===== src/rtl/bit_column_scheduler_if.sv =====
// Weight-capture and column-issue bus between the weight source, the bit-column
// scheduler and the bit-serial MAC.
interface bit_column_scheduler_if #(
  parameter int DATA_WIDTH = 8,
  parameter int VEC_LENGTH = 16,
  parameter int SEL_WIDTH  = $clog2(VEC_LENGTH),
  parameter int COL_WIDTH  = $clog2(DATA_WIDTH)
);
  logic signed [DATA_WIDTH-1:0] w_in [VEC_LENGTH];
  logic                         w_valid;
  logic                         w_ready;
  logic                         stall;
  logic [SEL_WIDTH-1:0]         act_sel [VEC_LENGTH/2];
  logic [VEC_LENGTH/8-1:0]      is_skip_zero;
  logic                         is_msb;
  logic [COL_WIDTH-1:0]         column_idx;
  logic                         col_valid;
  logic                         mac_en;
  logic                         last_col;

  modport master (
    output w_in, w_valid, stall,
    input  w_ready, act_sel, is_skip_zero, is_msb, column_idx, col_valid, mac_en, last_col
  );

  modport slave (
    input  w_in, w_valid, stall,
    output w_ready, act_sel, is_skip_zero, is_msb, column_idx, col_valid, mac_en, last_col
  );
endinterface


===== src/rtl/bit_column_scheduler.sv =====
// Walks the bit columns of a signed weight vector MSB to LSB and issues per-group lane selects
// to the bit-serial MAC. Define BIT_COLUMN_SCHED_STATS_EN to add the inv_col_cnt/vec_cnt counters.
module bit_column_scheduler #(
  parameter int DATA_WIDTH = 8,
  parameter int VEC_LENGTH = 16,
  parameter int SEL_WIDTH  = $clog2(VEC_LENGTH),
  parameter int COL_WIDTH  = $clog2(DATA_WIDTH),
  parameter int ZERO_SEL   = 8
) (
  input  logic                  clk,
  input  logic                  reset,
  bit_column_scheduler_if.slave bus
`ifdef BIT_COLUMN_SCHED_STATS_EN
  ,
  output logic [31:0]           inv_col_cnt,
  output logic [31:0]           vec_cnt
`endif
);

  localparam int                   NGRP    = VEC_LENGTH / 8;
  localparam logic [COL_WIDTH-1:0] CNT_TOP = COL_WIDTH'(DATA_WIDTH - 1);
  localparam logic [SEL_WIDTH-1:0] ZSEL    = SEL_WIDTH'(ZERO_SEL);

  typedef enum logic {IDLE, RUN} state_t;

  state_t                       state, state_nxt;
  logic signed [DATA_WIDTH-1:0] w_p0 [VEC_LENGTH];
  logic [COL_WIDTH-1:0]         cnt_p0;
  logic [SEL_WIDTH-1:0]         act_sel_p1 [VEC_LENGTH/2];
  logic [NGRP-1:0]              skip_p1;
  logic                         is_msb_p1, last_col_p1, vld_p1;
  logic [COL_WIDTH-1:0]         column_idx_p1;
  logic                         can_issue, issue, capture, w_ready;
  logic [4*SEL_WIDTH-1:0]       sel_col [NGRP];
  logic [NGRP-1:0]              skip_col;

  // Few set bits: send the 1-lanes; otherwise send the (at most 3) 0-lanes for subtraction.
  function automatic logic keep_ones(input logic [7:0] b);
    return $countones(b) <= 4;
  endfunction

  function automatic logic [4*SEL_WIDTH-1:0] pick_lanes(input logic [7:0] b);
    logic [4*SEL_WIDTH-1:0] sel;
    logic                   tgt;
    int                     n;
    sel = {4{ZSEL}};
    tgt = keep_ones(b);
    n   = 0;
    for (int k = 0; k < 8; k++) begin
      if (b[k] == tgt && n < 4) begin
        sel[n*SEL_WIDTH +: SEL_WIDTH] = SEL_WIDTH'(k);
        n++;
      end
    end
    return sel;
  endfunction

  // p0: captured weights and column counter -> per-group column selection
  for (genvar g = 0; g < NGRP; g++) begin : g_grp
    logic [7:0] bits;
    for (genvar k = 0; k < 8; k++) begin : g_bit
      assign bits[k] = w_p0[8*g+k][cnt_p0];
    end
    assign sel_col[g]  = pick_lanes(bits);
    assign skip_col[g] = keep_ones(bits);
  end

  assign can_issue = ~vld_p1 | ~bus.stall;
  assign issue     = (state == RUN) & can_issue;
  assign w_ready   = (state == IDLE) | ((state == RUN) & (cnt_p0 == '0) & can_issue);
  assign capture   = bus.w_valid & w_ready;

  always_comb begin
    state_nxt = state;
    case (state)
      IDLE:    if (bus.w_valid) state_nxt = RUN;
      RUN:     if (issue && cnt_p0 == '0 && !capture) state_nxt = IDLE;
      default: state_nxt = IDLE;
    endcase
  end

  always_ff @(posedge clk) begin
    if (!reset) state <= IDLE;
    else        state <= state_nxt;
  end

  // p1: registered column controls presented to the MAC
  always_ff @(posedge clk) begin
    if (!reset) begin
      for (int i = 0; i < VEC_LENGTH; i++) w_p0[i] <= '0;
      cnt_p0        <= CNT_TOP;
      vld_p1        <= 1'b0;
      is_msb_p1     <= 1'b0;
      last_col_p1   <= 1'b0;
      column_idx_p1 <= '0;
      for (int j = 0; j < VEC_LENGTH/2; j++) act_sel_p1[j] <= ZSEL;
      skip_p1       <= '1;
    end else begin
      if (capture) begin
        for (int i = 0; i < VEC_LENGTH; i++) w_p0[i] <= bus.w_in[i];
        cnt_p0 <= CNT_TOP;
      end else if (issue && cnt_p0 != '0) begin
        cnt_p0 <= cnt_p0 - 1'b1;
      end
      if (issue) begin
        for (int g = 0; g < NGRP; g++)
          for (int j = 0; j < 4; j++)
            act_sel_p1[4*g+j] <= sel_col[g][j*SEL_WIDTH +: SEL_WIDTH];
        skip_p1       <= skip_col;
        is_msb_p1     <= (cnt_p0 == CNT_TOP);
        last_col_p1   <= (cnt_p0 == '0);
        column_idx_p1 <= cnt_p0;
        vld_p1        <= 1'b1;
      end else if (can_issue) begin
        vld_p1 <= 1'b0;
      end
    end
  end

`ifdef BIT_COLUMN_SCHED_STATS_EN
  always_ff @(posedge clk) begin
    if (!reset) begin
      inv_col_cnt <= '0;
      vec_cnt     <= '0;
    end else begin
      if (issue && !(&skip_col) && inv_col_cnt != '1) inv_col_cnt <= inv_col_cnt + 1'b1;
      if (capture && vec_cnt != '1)                    vec_cnt     <= vec_cnt + 1'b1;
    end
  end
`endif

  assign bus.w_ready      = w_ready;
  assign bus.act_sel      = act_sel_p1;
  assign bus.is_skip_zero = skip_p1;
  assign bus.is_msb       = is_msb_p1;
  assign bus.column_idx   = column_idx_p1;
  assign bus.col_valid    = vld_p1;
  assign bus.last_col     = last_col_p1;
  assign bus.mac_en       = vld_p1 & ~bus.stall;

endmodule

===== src/flat_wrapper.sv =====
// flat-port wrapper written by rule: the top's interface ports become plain ports
module bit_column_scheduler_flat 
#(
  parameter int DATA_WIDTH = 8,
  parameter int VEC_LENGTH = 16,
  parameter int SEL_WIDTH  = $clog2(VEC_LENGTH),
  parameter int COL_WIDTH  = $clog2(DATA_WIDTH),
  parameter int ZERO_SEL   = 8
)
  (clk, reset, bus_w_in, bus_w_valid, bus_stall, bus_w_ready, bus_act_sel, bus_is_skip_zero, bus_is_msb, bus_column_idx, bus_col_valid, bus_mac_en, bus_last_col);
  bit_column_scheduler_if #(.DATA_WIDTH(DATA_WIDTH), .VEC_LENGTH(VEC_LENGTH), .SEL_WIDTH(SEL_WIDTH), .COL_WIDTH(COL_WIDTH)) bus_i ();
  input  logic clk;
  input  logic reset;
  input wire logic [$bits(bus_i.w_in)-1:0] bus_w_in;
  input wire logic [$bits(bus_i.w_valid)-1:0] bus_w_valid;
  input wire logic [$bits(bus_i.stall)-1:0] bus_stall;
  output wire logic [$bits(bus_i.w_ready)-1:0] bus_w_ready;
  output wire logic [$bits(bus_i.act_sel)-1:0] bus_act_sel;
  output wire logic [$bits(bus_i.is_skip_zero)-1:0] bus_is_skip_zero;
  output wire logic [$bits(bus_i.is_msb)-1:0] bus_is_msb;
  output wire logic [$bits(bus_i.column_idx)-1:0] bus_column_idx;
  output wire logic [$bits(bus_i.col_valid)-1:0] bus_col_valid;
  output wire logic [$bits(bus_i.mac_en)-1:0] bus_mac_en;
  output wire logic [$bits(bus_i.last_col)-1:0] bus_last_col;
  assign bus_i.w_in = {>>{bus_w_in}};
  assign bus_i.w_valid = bus_w_valid;
  assign bus_i.stall = bus_stall;
  assign bus_w_ready = bus_i.w_ready;
  assign bus_act_sel = {>>{bus_i.act_sel}};
  assign bus_is_skip_zero = bus_i.is_skip_zero;
  assign bus_is_msb = bus_i.is_msb;
  assign bus_column_idx = bus_i.column_idx;
  assign bus_col_valid = bus_i.col_valid;
  assign bus_mac_en = bus_i.mac_en;
  assign bus_last_col = bus_i.last_col;
  bit_column_scheduler #(.DATA_WIDTH(DATA_WIDTH), .VEC_LENGTH(VEC_LENGTH), .SEL_WIDTH(SEL_WIDTH), .COL_WIDTH(COL_WIDTH), .ZERO_SEL(ZERO_SEL)) u_core (.clk(clk), .reset(reset), .bus(bus_i));
endmodule

===== config.mk =====
export PLATFORM = sky130hd
export DESIGN_NAME = bit_column_scheduler_flat
export DESIGN_NICKNAME = d
export VERILOG_FILES = /design/src/rtl/bit_column_scheduler_if.sv /design/src/rtl/bit_column_scheduler.sv /design/src/flat_wrapper.sv
export SDC_FILE = /design/constraint.sdc
export NUM_CORES = 1
export LEC_CHECK = 0
export ABC_CLOCK_PERIOD_IN_PS = 26400
export CAP_MARGIN = 20
export CORE_ASPECT_RATIO = 1.1
export CORE_MARGIN = 2
export CORE_UTILIZATION = 35
export DETAILED_ROUTE_END_ITERATION = 6
export PLACE_DENSITY = 0.65
export REMOVE_ABC_BUFFERS = 1
export SYNTH_ARGS = -nofsm -noshare
export SYNTH_HDL_FRONTEND = slang
export SYNTH_SLANG_ARGS = --single-unit

===== constraint.sdc =====
create_clock -name clk -period 26.4 [get_ports clk]
set_clock_uncertainty 0.2 [all_clocks]
set_input_delay 5.28 -clock clk [delete_from_list [all_inputs] [get_ports clk]]
set_output_delay 5.28 -clock clk [all_outputs]
set_load 0.01 [all_outputs]

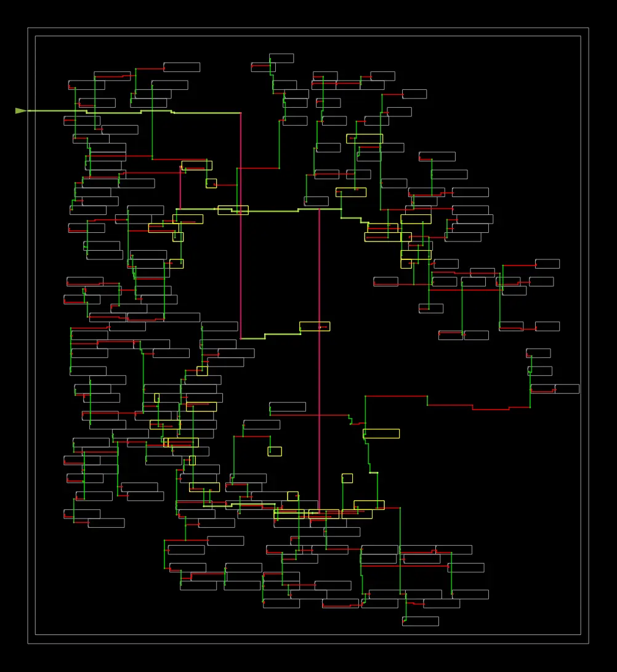
Figure 1: run 1, clock nets.
TritonCTS Buffers: 17
# clk buffers: 18
clk sinks: 172
Power Clock: 0.266 mW
clock insertion delay at the later pin of the skew report: 0.44 ns

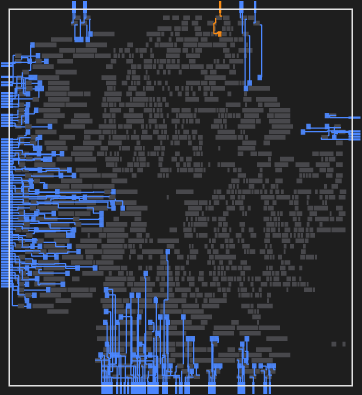
Figure 2: run 1, I/O nets highlighted.
Scale: 2 px per um.
color	port	bits	direction	edge	end cells	buffers	wire
orange	`bus_w_ready`	1	output	top	1	1	16.8 um
blue	`bus_w_in`	128	input	71 left, 45 bottom, 7 top, 5 right	128	128	3030 um
port buffer count: 173
I/O pins: 174

==> results.sh, run 1 <==
# source this file to load flow results
export IMPL_async_reset_ff_share_pct=0
export IMPL_drv_cap=0
export IMPL_met1_usage_pct=21.62
export IMPL_cts_tree="built"
export IMPL_wirelength_mm=26.37
export IMPL_ys_flops=172
export IMPL_dpl_cell_area_mm2=0.01284
export IMPL_synth_cells=994
export IMPL_p_switching_mw=0.6808
export IMPL_worstReg2RegEnd="u_core.bus.act_sel[7]$_SDFFE_PN1P_"
export IMPL_area_growth_pct=25.59
export IMPL_place_congestion=0.8486
export IMPL_synthAoiAreaFrac_pct=11.48
export IMPL_combinationalPower_mw=0.922
export IMPL_yosysChipArea_mm2=0.01071
export IMPL_hold_path_class="reg2reg"
export IMPL_hold_viol_final=0
export IMPL_hold_depth=2
export IMPL_die_h_um=187.5
export IMPL_status="completed"
export IMPL_syn_cell_area_mm2=0.01071
export IMPL_ys_cells=994
export IMPL_regArea_mm2=0.004728
export IMPL_finalSetupViolCount=0
export IMPL_xor_area_share_pct=2.933
export IMPL_clk_share_pct=4.549
export IMPL_start_kind="input pin"
export IMPL_seq_power_share_pct=21.9
export IMPL_layout_area_top_class="multi-input combinational cells"
export IMPL_startpoint="bus_stall"
export IMPL_taps=414
export IMPL_cts_setup_buffers=0
export IMPL_ys_seq_share_pct=44.12
export IMPL_n_all_inverters=65
export IMPL_seq_area_share_pct=35.16
export IMPL_critPathCaptureType="primary output"
export IMPL_clk_path_buf_depth=2
export IMPL_layout_drive_gt1_share_pct=10.69
export IMPL_worstPathMaxFanout=4
export IMPL_tightest_slew_ns=1.041
export IMPL_min_delay_start="u_core.bus.is_msb$_SDFFE_PN0P_"
export IMPL_grt_busiest_layer="met2"
export IMPL_htreeDepth=4
export IMPL_grt_use_met2_pct=29.13
export IMPL_die_area_mm2=0.03201
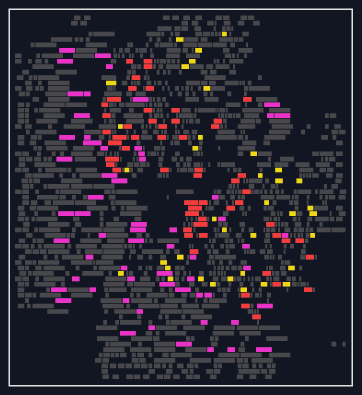
Figure 3: run 1, selected gate families.
Scale: 2 px per um.
color	family	cells	most used
red	fa/ha/maj cells	57	ha_1
yellow	non-inverting ao/oa cells	37	o21a_1
magenta	mux cells	61	mux4_2
Commonest Layout Cell: clkdlybuf4s50_1
Non-Filler Instances: 1583
fraction of area in multi-input gates: 41.32%

==> run 1: cells in the final DEF (no fill, tap or decap), types with 9 or more instances in the layout <==
cell type	Yosys	routed
a21oi_1	34	34
a31oi_1	16	16
and2_1	136	136
and3_1	11	11
clkbuf_16	0	17
clkdlybuf4s50_1	0	172
dfxtp_1	44	41
edfxtp_1	128	128
ha_1	47	47
inv_1	58	57
mux2_2	15	15
mux2i_1	17	17
mux4_2	25	25
nand2_1	68	68
nand2b_1	13	13
nand3_1	18	18
nand4_1	15	15
nor2_1	42	41
nor2b_1	9	9
nor3_1	19	19
o21ai_0	33	33
xnor2_1	18	18
==> run 1: synthesized netlist by cell type, types with 5 or more instances <==
library cell | instances | area share [%]
o21ai_0 | 33 | 1.5
xnor2_1 | 18 | 1.5
or3_1 | 6 | 0.35
nor2b_1 | 9 | 0.53
mux2_2 | 15 | 1.6
buf_2 | 8 | 0.37
and2_1 | 136 | 7.9
edfxtp_1 | 128 | 36
nor3b_1 | 8 | 0.56
nor4_1 | 5 | 0.29
o21a_1 | 6 | 0.42
dfxtp_1 | 44 | 8.2
o211ai_1 | 6 | 0.42
nor2_1 | 42 | 1.5
inv_2 | 6 | 0.21
o31ai_1 | 5 | 0.35
nand4_1 | 15 | 0.88
inv_1 | 58 | 2.0
and3_1 | 11 | 0.64
o22ai_1 | 5 | 0.29
mux4_2 | 25 | 5.3
ha_1 | 47 | 5.5
nor3_1 | 19 | 0.89
clkbuf_1 | 28 | 0.98
a31oi_1 | 16 | 0.93
fa_1 | 8 | 1.5
xor2_1 | 6 | 0.49
nand2_1 | 68 | 2.4
nand3_1 | 18 | 0.84
nand2b_1 | 13 | 0.76
a221o_1 | 5 | 0.47
mux2i_1 | 17 | 1.6
a21oi_1 | 34 | 1.6
or2_2 | 7 | 0.41
Figure 4. Register map, names as in the netlist (run 1).
Scale: 1.5 px per um. Other sequential cells in the stronger gray, the rest of the logic in the fainter gray.
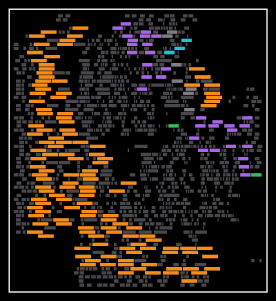

==> run 1 -> run 2 <==
- ABC_CLOCK_PERIOD_IN_PS: 26400 -> 12700
- clock period: 26.4 -> 12.7 ns (I/O delays scaled with it)
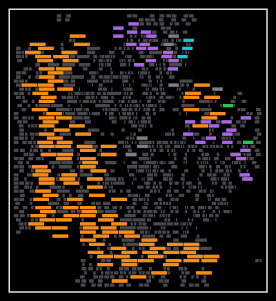
Figure 5: run 2, register map, names as in the netlist.
Scale: 1.5 px per um. Other sequential cells in the stronger gray, the rest of the logic in the fainter gray.
color	netlist name	flops
green	`u_core.bus.is_skip_zero`	2
orange	`u_core.w_p0`	128
purple	`u_core.bus.act_sel`	32
cyan	`u_core.bus.column_idx`	3
not colored	7
Seq group: 0.699 mW
flop share of the area: 35.17%
Core Util, Final: 44.42%
register area: 0.004728 mm^2

==> run 2 against run 1 <==
Compared with the run above: critical path depth up 35; global-route usage up 0.37 points; wire length rose by 2.2%; largest power group unchanged; register-to-register slack lost 13 ns; flip-flop count stayed put; critical path type is now reg2reg; final area is essentially flat; count of clock-buffer cells in the layout shrank 1; worst setup slack got worse by 12 ns.
==> results.sh, run 2 <==
# source this file to load flow results
export IMPL_met1_usage_pct=22.38
export IMPL_async_reset_ff_share_pct=0
export IMPL_yosysChipArea_mm2=0.01071
export IMPL_clk_path_buf_depth=2
export IMPL_startpoint="u_core.cnt_p0[1]$_SDFFE_PP1P_"
export IMPL_hold_depth=2
export IMPL_hold_path_class="reg2reg"
export IMPL_most_common_cell="and2_1"
export IMPL_wirelength_mm=26.95
export IMPL_topCellsByArea="edfxtp_1 (36%), dfxtp_1 (8.2%), and2_1 (7.9%)"
export IMPL_ios=174
export IMPL_status="completed"
export IMPL_ys_seq_share_pct=44.12
export IMPL_layout_drive_gt1_share_pct=10.94
export IMPL_clock_sinks=172
export IMPL_hold_viol_final=0
export IMPL_die_area_mm2=0.03201
export IMPL_start_kind="register"
export IMPL_grt_use_met2_pct=29.59
export IMPL_cts_tree="built"
export IMPL_htreeDepth=4
export IMPL_area_growth_pct=25.54
export IMPL_ys_cells=994
export IMPL_yosysTopAreaCell="edfxtp_1"
export IMPL_synth_top_area_share_pct=35.89
export IMPL_min_delay_start="u_core.bus.column_idx[0]$_SDFFE_PN0P_"
export IMPL_mostFrequentLayoutCell="clkdlybuf4s50_1"
export IMPL_worstPathMaxFanout=30
export IMPL_cts_made_buffers=17
export IMPL_io_buffers=173
export IMPL_clock_latency_ns=0.44
export IMPL_dpl_cell_area_mm2=0.01284
export IMPL_syn_cell_area_mm2=0.01071
export IMPL_place_congestion=0.8478
export IMPL_drv_cap=0
## run 2: cell counts after synthesis
No cell type changed its count.
## run 2: per-layer routing
| layer | up-vias | wire [um] |
|---|---|---|
| met4 | 2 | 355 |
| met5 | - | 13 |
| met2 | 210 | 13320 |
| met1 | 3841 | 12090 |
| met3 | 26 | 1171 |
| li1 | 3973 | - |
## run 2: worst max-delay path: cells and delay by family (launching register included)
family | cells | cell delay, ns
compound gates | 8 | 2.15
buf+inv | 7 | 1.01
fa+ha+maj | 9 | 2.99
xor+xnor | 3 | 1.06
mux | 4 | 1.43
simple gates | 8 | 1.40
flops | 1 | 0.72
## run 2: per-stage QoR
stage | setup WS (ns) | hold slack [ns] | power, mW | utilization [%]
6_report | 1.636 | 0.2671 | 3.159 | 44.42
3_3_place_gp | 2.160 | 0.2592 | 2.573 | 42.44
2_1_floorplan | 1.910 | 0.2693 | 2.125 | -
5_1_grt | 0.8668 | 0.2946 | 3.426 | 44.42
4_1_cts | 1.674 | 0.2724 | 3.157 | 44.42
3_5_place_dp | 1.748 | 0.2623 | 2.613 | 42.44
## run 2: cells by family after synthesis
family | share of synthesized area [%]
flip-flops | 44.12
XOR/XNOR | 2.933
adder cells (fa/ha/maj) | 7.174
AND-OR/OR-AND | 11.49
multiplexers | 9.300
buffers and inverters | 4.264
AND/OR/NAND/NOR | 20.66
other | 0.07013
## run 2: where the power goes
group	total (mW)	switching (mW)	internal (mW)
clock network	0.533	0.251	0.282
registers	0.699	0.0321	0.667
logic	1.93	1.16	0.769
total	3.16	1.44	1.72
## run 2: area by class of cell
cell class / instances / share of cell area [%]
inverters: 65 / 1.833
well taps: 414 / 3.853
clock buffers: 17 / 3.164
clock inverters: 15 / 1.294
repair buffers: 182 / 13.35
flip-flops and latches: 172 / 35.17
multi-input cells: 719 / 41.34
==> run 2 -> run 3 <==
- ABC_CLOCK_PERIOD_IN_PS: 12700 -> unset
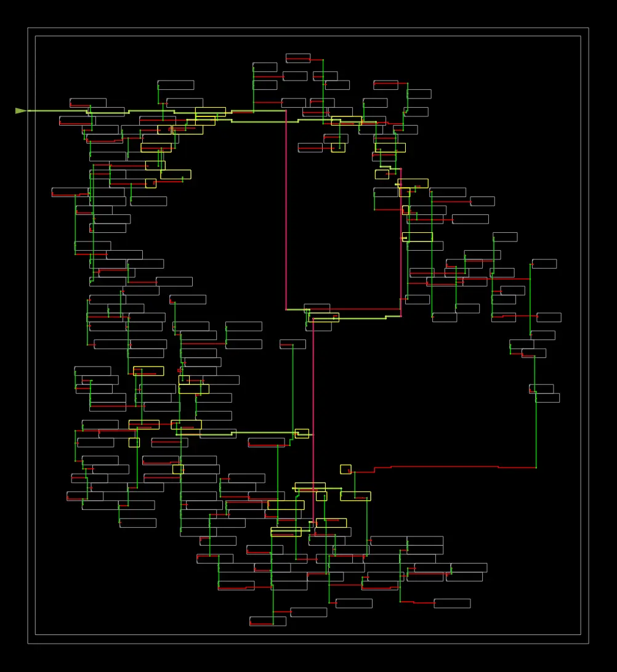
Figure 6: run 3, clock nets.
# clk buffers: 17
Power Clock: 0.533 mW

==> run 3 against run 2 <==
Compared with the run above: first-iteration DRC count unchanged; synthesized area did not move; maximum frequency is the same; worst setup slack did not move; flip-flop count unchanged; final cell count is the same; via count unchanged; clock power about the same; critical path depth unchanged; count of clock-buffer cells in the layout stayed put; register-to-register slack about the same; critical path type unchanged; highest routed layer unchanged.
==> results.sh, run 3 <==
# source this file to load flow results
export IMPL_status="completed"
export IMPL_ys_seq_share_pct=44.12
export IMPL_tightest_slew_ns=1.026
export IMPL_power_top_group="combinational cells"
export IMPL_syn_cell_area_mm2=0.01071
export IMPL_p_switching_mw=1.441
export IMPL_p_seq_mw=0.699
export IMPL_hold_viol_final=0
export IMPL_hold_path_class="reg2reg"
export IMPL_p_sw_share_pct=45.62
export IMPL_ios=174
export IMPL_taps=414
export IMPL_sh_comb_area_pct=41.34
export IMPL_n_sequential_cell=172
export IMPL_finalSetupViolCount=0
export IMPL_ys_flops=172
export IMPL_topCellsByArea="edfxtp_1 (36%), dfxtp_1 (8.2%), and2_1 (7.9%)"
export IMPL_clock_sinks=172
export IMPL_clk_share_pct=4.458
export IMPL_regArea_mm2=0.004728
export IMPL_worstPathMaxFanout=30
export IMPL_buf_share_pct=13.35
export IMPL_die_h_um=187.5
run 3: logic make-up (layout without fill, tap and decap cells):
kind of cell	Yosys count	count (layout)	synth area share, %
buf+inv	109	279	4.264
flops	172	172	44.12
mux	61	61	9.300
fa+ha+maj	57	57	7.174
compound gates	176	176	11.49
simple gates	388	388	20.66
xor+xnor	29	29	2.933
other cells	2	8	0.07013
run 3: path summary, 6_finish.rpt:
check | from | to | slack [ns] | cells after the start
setup / recovery | u_core.cnt_p0[1]$_SDFFE_PP1P_ | u_core.bus.act_sel[7]$_SDFFE_PN1P_ | 1.64 | 39
hold / removal | u_core.bus.column_idx[0]$_SDFFE_PN0P_ | u_core.bus.column_idx[0]$_SDFFE_PN0P_ | 0.27 | 2
setup reg to reg | u_core.cnt_p0[1]$_SDFFE_PP1P_ | u_core.bus.act_sel[7]$_SDFFE_PN1P_ | 1.64 | 39
hold reg to reg | u_core.bus.column_idx[0]$_SDFFE_PN0P_ | u_core.bus.column_idx[0]$_SDFFE_PN0P_ | 0.27 | 2
run 3: stage by stage:
step | hold WS (ns) | cell area (um^2) | power [mW] | setup slack (ns) | instances
after global placement | 0.2592 | 12840 | 2.573 | 2.160 | 1552
after detailed placement | 0.2623 | 12840 | 2.613 | 1.748 | 1552
final | 0.2671 | 13440 | 3.159 | 1.636 | 1584
after global routing | 0.2946 | 13440 | 3.426 | 0.8668 | 1584
after floorplan | 0.2693 | 10520 | 2.125 | 1.910 | 956
after CTS | 0.2724 | 13440 | 3.157 | 1.674 | 1584
run 3: metal layers:
metal	wire length (um)	track usage [%]	part of all wire [%]
met1	12090	22.38	45
met2	13320	29.59	49
met3	1171	3.174	4.3
met4	355	4.438	1.3
met5	13	0	0.048
No activity file was given, so power comes from the tool's default toggle rates.
